## config.mk

```make
export PLATFORM = sky130hd
export DESIGN_NAME = rx_fifo_reader
export DESIGN_NICKNAME = d
export VERILOG_FILES = /design/src/rtl/pcs_rx_pkg.sv /design/src/rtl/rptr_empty.sv /design/src/rtl/rx_fifo_reader.sv
export SDC_FILE = /design/constraint.sdc
export NUM_CORES = 1
export LEC_CHECK = 0
export ABC_AREA = 1
export CELL_PAD_IN_SITES_DETAIL_PLACEMENT = 1
export CELL_PAD_IN_SITES_GLOBAL_PLACEMENT = 1
export CORE_MARGIN = 2
export CORE_UTILIZATION = 34
export CTS_BUF_LIST = sky130_fd_sc_hd__clkbuf_2
export DETAILED_ROUTE_END_ITERATION = 8
export HOLD_SLACK_MARGIN = 0.15
export PLACE_DENSITY = 0.95
export SLEW_MARGIN = 20
export SYNTH_ARGS = -nofsm -noshare
export SYNTH_HDL_FRONTEND = slang
export SYNTH_HIERARCHICAL = 1
export SYNTH_SLANG_ARGS = --single-unit
export TNS_END_PERCENT = 5
```

## constraint.sdc

```tcl
create_clock -name rclk -period 5.4 [get_ports rclk]
set_clock_uncertainty 0.15 [all_clocks]
set_input_delay 0.81 -clock rclk [delete_from_list [all_inputs] [get_ports rclk]]
set_output_delay 0.81 -clock rclk [all_outputs]
set_load 0.005 [all_outputs]
```

## src/rtl/pcs_rx_pkg.sv

```systemverilog
// Shared XGMII character codes, word layout and read-side FSM state type
// for the RX PCS elastic FIFO.
package pcs_rx_pkg;

  localparam int unsigned XGMII_LANES  = 8;
  localparam int unsigned XGMII_DATA_W = 64;
  localparam int unsigned XGMII_CTRL_W = 8;
  localparam int unsigned XGMII_WORD_W = XGMII_DATA_W + XGMII_CTRL_W;

  localparam logic [7:0] XGMII_START = 8'hFB;
  localparam logic [7:0] XGMII_TERM  = 8'hFD;
  localparam logic [7:0] XGMII_IDLE  = 8'h07;
  localparam logic [7:0] XGMII_ERROR = 8'hFE;

  // Ctrl lanes occupy the top byte so the struct matches the FIFO word layout.
  typedef struct packed {
    logic [XGMII_CTRL_W-1:0] rxc;
    logic [XGMII_DATA_W-1:0] rxd;
  } xgmii_word_t;

  localparam xgmii_word_t IDLE_WORD  = '{rxc: 8'hFF, rxd: {XGMII_LANES{XGMII_IDLE}}};
  localparam xgmii_word_t ERROR_WORD = '{rxc: 8'hFF, rxd: {XGMII_LANES{XGMII_ERROR}}};

  typedef enum logic [1:0] {
    ST_IDLE   = 2'd0,
    ST_FRAME  = 2'd1,
    ST_POISON = 2'd2
  } rd_state_e;

  function automatic logic has_start(input xgmii_word_t w);
    return w.rxc[0] && (w.rxd[7:0] == XGMII_START);
  endfunction

  function automatic logic has_term(input xgmii_word_t w);
    logic v_hit;
    v_hit = 1'b0;
    for (int i = 0; i < int'(XGMII_LANES); i++) begin
      if (w.rxc[i] && (w.rxd[8*i +: 8] == XGMII_TERM)) v_hit = 1'b1;
    end
    return v_hit;
  endfunction

endpackage

```

## src/rtl/rptr_empty.sv

```systemverilog
// Read pointer and empty flag of the elastic FIFO: binary/Gray read pointer,
// memory read address and registered empty.
module rptr_empty #(
  parameter int unsigned ADDRSIZE = 7
) (
  input  logic                rclk,
  input  logic                rrst,
  input  logic                pop,
  input  logic [ADDRSIZE:0]   rq2_wptr,
  output logic [ADDRSIZE-1:0] raddr,
  output logic [ADDRSIZE:0]   rptr,
  output logic                rempty
);

  localparam int unsigned PTR_W = ADDRSIZE + 1;

  logic [PTR_W-1:0] r_rbin;
  logic [PTR_W-1:0] r_rptr;
  logic             r_rempty;
  logic [PTR_W-1:0] w_rbinnext;
  logic [PTR_W-1:0] w_rgraynext;

  assign w_rbinnext  = r_rbin + PTR_W'(pop);
  assign w_rgraynext = (w_rbinnext >> 1) ^ w_rbinnext;

  // Empty is judged on the post-pop Gray pointer, so a word is never read stale.
  always_ff @(posedge rclk) begin
    if (rrst) begin
      r_rbin   <= '0;
      r_rptr   <= '0;
      r_rempty <= 1'b1;
    end else begin
      r_rbin   <= w_rbinnext;
      r_rptr   <= w_rgraynext;
      r_rempty <= (w_rgraynext == rq2_wptr);
    end
  end

  assign raddr  = r_rbin[ADDRSIZE-1:0];
  assign rptr   = r_rptr;
  assign rempty = r_rempty;

endmodule

```

## src/rtl/rx_fifo_reader.sv

```systemverilog
// Read-side controller for the RX PCS elastic FIFO: drains words into the
// XGMII output register, fills idles when empty and poisons underflowed frames.
module rx_fifo_reader
  import pcs_rx_pkg::*;
#(
  parameter int unsigned DATASIZE = 72,
  parameter int unsigned ADDRSIZE = 7
) (
  input  logic                rclk,
  input  logic                rrst,
  input  logic [ADDRSIZE:0]   rq2_wptr,
  input  logic [DATASIZE-1:0] rdata,
  output logic [ADDRSIZE-1:0] raddr,
  output logic [ADDRSIZE:0]   rptr,
  output logic                rempty,
  input  logic                rd_en,
  output logic [63:0]         xgmii_rxd,
  output logic [7:0]          xgmii_rxc,
  output logic [15:0]         uf_count
);

  localparam int unsigned UF_W = 16;

  rd_state_e   r_state;
  rd_state_e   w_state_next;
  xgmii_word_t r_out;
  xgmii_word_t w_out;
  xgmii_word_t w_word;
  logic        w_pop;
  logic        w_uf_inc;
  logic        w_start;
  logic        w_term;
  logic [UF_W-1:0] r_uf_count;

  assign w_word  = rdata;
  assign w_pop   = rd_en & ~rempty;
  assign w_start = has_start(w_word);
  assign w_term  = has_term(w_word);

  rptr_empty #(
    .ADDRSIZE (ADDRSIZE)
  ) u_rptr_empty (
    .rclk     (rclk),
    .rrst     (rrst),
    .pop      (w_pop),
    .rq2_wptr (rq2_wptr),
    .raddr    (raddr),
    .rptr     (rptr),
    .rempty   (rempty)
  );

  always_ff @(posedge rclk) begin
    if (rrst) begin
      r_state    <= ST_IDLE;
      r_out      <= IDLE_WORD;
      r_uf_count <= '0;
    end else begin
      r_state <= w_state_next;
      r_out   <= w_out;
      if (w_uf_inc && (r_uf_count != {UF_W{1'b1}})) begin
        r_uf_count <= r_uf_count + UF_W'(1);
      end
    end
  end

  // Framing FSM: everything holds when rd_en is low.
  always_comb begin
    w_state_next = r_state;
    w_out        = r_out;
    w_uf_inc     = 1'b0;
    if (rd_en) begin
      case (r_state)
        ST_IDLE: begin
          if (w_pop) begin
            w_out = w_word;
            if (w_start && !w_term) w_state_next = ST_FRAME;
          end else begin
            w_out = IDLE_WORD;
          end
        end
        ST_FRAME: begin
          if (w_pop) begin
            w_out = w_word;
            if (w_term) w_state_next = ST_IDLE;
          end else begin
            w_out        = ERROR_WORD;
            w_uf_inc     = 1'b1;
            w_state_next = ST_POISON;
          end
        end
        ST_POISON: begin
          w_out = ERROR_WORD;
          if (w_pop && w_term) w_state_next = ST_IDLE;
        end
        default: begin
          w_out        = IDLE_WORD;
          w_state_next = ST_IDLE;
        end
      endcase
    end
  end

  assign xgmii_rxd = r_out.rxd;
  assign xgmii_rxc = r_out.rxc;
  assign uf_count  = r_uf_count;

endmodule

```

==> CHANGELOG.md <==
### Physical design

- Result of the run: completed
- Critical path capture point type: primary output
- Crit start category: register
- Nets: between 900 and 1,000
- Post-CTS Setup Inserts: 0
- Area leader share: between 40% and 50%
- First-pass GRT wire length: between 20,000 and 30,000 microns
- Clock transition at path regs: roughly 0.30 ns
- Area post-placement: between 6000 and 7000 sq um
- Critical path's top delay family: flip-flops
- Worst slew pin tran: around 0.90 ns
- Pwr Density: 202.9 nW/um^2
- CP max stage cell: dfxtp_1
- Cell Chain, Critical Path: clkdlybuf4s50_1
- Ys cells: 688
- Routability cong.: around 0.84
- Seq share, synth: between 40% and 50%
- CTS tree: done
- Count of cell types in the netlist: 31
- VDD IR-drop max: 0.0001312 V
- CTS Buffer Depth: 2
- Path type of the worst min-delay path: register to register
- Critical Path Sink: raddr[1]
- #FFs+latches synth: roughly 110
- Worst Path Buf+Inv: 1
- EDFF count, synth: 0
- Leading area contributor after synthesis: dfxtp_1
- Top area cell types: dfxtp_1 (44%), nand2_1 (15%), a21oi_1 (6.5%)
- CP startpoint: u_rptr_empty/r_rbin[1]
- Via/cell ratio: a little over 5
- WS Path Type: register to primary output
- Flop area: 2122 sq um
- Setup TNS: 0 ns
- Wire length per cell: around 17 microns
- Static leakage: between 2 and 3 nW
- Mapped Avg Cell Area: 7.069 sq um
- Hold-fix buffers at CTS: 0
- Chip Height: approximately 120 microns
- IO buf count: 186
- Hold Vio Cnt, Final: 0
- Share of layout cells above drive strength 1: 6.868%
- RSZ-0062 raised after global routing: false
- CTS Buf Count: 9
- Number of stages on the worst setup path: 1
- Async SR Flop Fraction: 0%
- Grt total ovfl: 0
- Vias in the first global route: 5,499
- Synth Instances: roughly 690
- Final instance area: a little under 7000 sq um
- Dpl cells: 1,024
- Hold Slack: between 0.3 and 0.4 ns
- Worst-Skew Late Latency: between 0.6 and 0.7 ns
- Chip Area, Yosys: 4863 sq um
- GRT Total Usage: 22.80%
- I/O pin count: between 150 and 200
- R2r worst-path depth: 14
- First drt pass iteration count: 6
- Post-route ant nets: 0
- Core region area: 13,930 sq um
- CP max FO: 9
- CTS resizes: 0
- Worst path arrival time: around 1.8 ns
- Max_cap viols: 0
- Pin count of the biggest net entering global routing: around 67
- Synthesized area: 4863 sq um
- FP Rows: ~43
- Top Metal Used: met4
- Req. time, crit path: 4.44 ns
- Tool warnings: 27
- Reg2Reg Launch Point: u_rptr_empty/rempty
- Power Total: between 1 and 1.5 mW
- Met2 wire length: between 8000 and 9000 microns
- H-tree depth: 3
- Reg2reg end: u_rptr_empty/rempty
- Non-Filler Instances: 1,039
- Final setup viols: 0
- Most instantiated library cell after synthesis: nand2_1
- Crit-path max cell delay: roughly 0.63 ns
- Diode count: 0
- Met1 Routed Length: about 7000 microns
- Syn_nets: a little under 800
- Vias: 5,291
- CTS root buf: clkbuf_2
- FF-to-FF setup slack: between 3 and 4 ns
- Cycle use final: 51.69%
- Met3 Routed Length: 1309 microns
## metrics by stage
| step | util (%) | setup WS [ns] |
|---|---|---|
| 4_1_cts | 49.37 | 2.530 |
| 6_report | 49.56 | 2.609 |
| 5_1_grt | 49.56 | 2.474 |
| 3_3_place_gp | 48.78 | 2.134 |
| 2_1_floorplan | - | 3.027 |
| 3_5_place_dp | 48.78 | 2.105 |
## placed cells by master, fill, tap and decap left out, types with 15 or more instances in the layout
cell type and instances:
clkdlybuf4s50_1 184, nand2_1 200, dfxtp_1 106, a21oi_1 63
o21ai_0 42, inv_1 48, nor2_1 50, nand3_1 43
o22ai_1 24, o21ai_1 15, nand2_2 16
## layout make-up
type                       count  share of cell area, %
multi-input combinational    493                  34.18
sequential                   106                  30.72
timing repair buffer         190                  27.54
tap                          180                  3.261
clock inverter                 4                 0.4529
inverter                      56                  3.116
clock buffer                  10                 0.7246
## worst reg2reg max path: stages (launching register included)
cell     delay [ns]
dfxtp_1        0.42
inv_1          0.11
nand2_4        0.09
inv_6          0.16
ha_1           0.32
nand2_4        0.13
nor2_4         0.13
nand2_1        0.08
nand2_1        0.09
nand2_2        0.08
nand2_1        0.11
nand2_1        0.08
xnor2_1        0.16
nand3_1        0.09
nand2_1        0.06
## power breakdown
| group | internal, mW | switching [mW] |
|---|---|---|
| registers | 0.810 | 0.0147 |
| clock network | 0.0574 | 0.273 |
| logic | 0.127 | 0.119 |
## kinds of logic after synthesis
logic type / Yosys count / synth area share, %
AND-OR/OR-AND: 146 / 15.80
XOR/XNOR: 8 / 1.441
adder cells (fa/ha/maj): 3 / 0.7719
buffers and inverters: 89 / 7.975
flip-flops: 106 / 43.63
AND/OR/NAND/NOR: 336 / 30.38
## layer usage
layer | up-vias | track usage (%)
li1 | 2568 | -
met4 | 0 | 8.878
met1 | 2516 | 24.92
met5 | - | 0
met2 | 172 | 41.11
met3 | 35 | 6.960
## worst min-delay path by stage
stage	startpoint	to	slack (ns)	cells past startpoint
floorplan	xgmii_rxd[0]	xgmii_rxd[0]	0.31	2
global placement	xgmii_rxd[32]	xgmii_rxd[32]	0.30	2
detailed placement	xgmii_rxd[37]	xgmii_rxd[37]	0.31	2
CTS	xgmii_rxd[37]	xgmii_rxd[37]	0.34	2
global route	xgmii_rxd[52]	xgmii_rxd[52]	0.35	2
finish	xgmii_rxd[52]	xgmii_rxd[52]	0.34	2
## state kept, by name (all words and copies together), names as in the netlist
signal and flops:
xgmii_rxd 64, uf_count 16, u_rptr_empty/r_rbin 8, xgmii_rxc 8, u_rptr_empty/rptr 7, r_state 2
u_rptr_empty/rempty 1
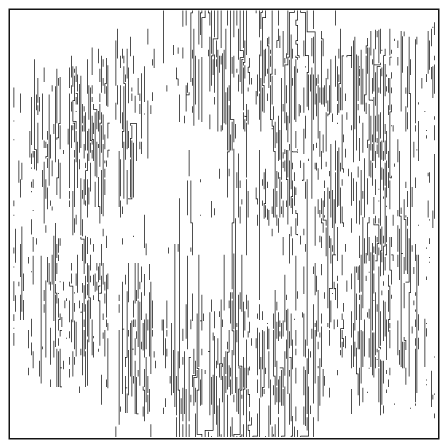
Figure 1: signal wires on met2.
share of all routed wire: 50%
wire length on this layer: 8,640 microns
nets with wire on the layer: 842
longest straight run: 57.5 microns

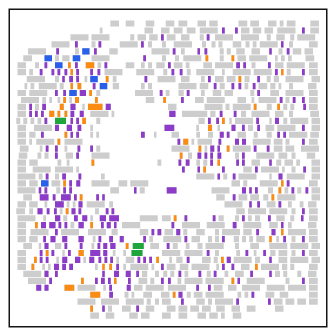
Figure 2: selected gate families.
| family | colour | cells |
|---|---|---|
| NOR gates | orange | 62 |
| NAND gates | purple | 273 |
| adder and majority cells | green | 3 |
| XOR/XNOR gates | blue | 8 |

Power figures rest on the tool's default switching activity, not on a simulated workload.
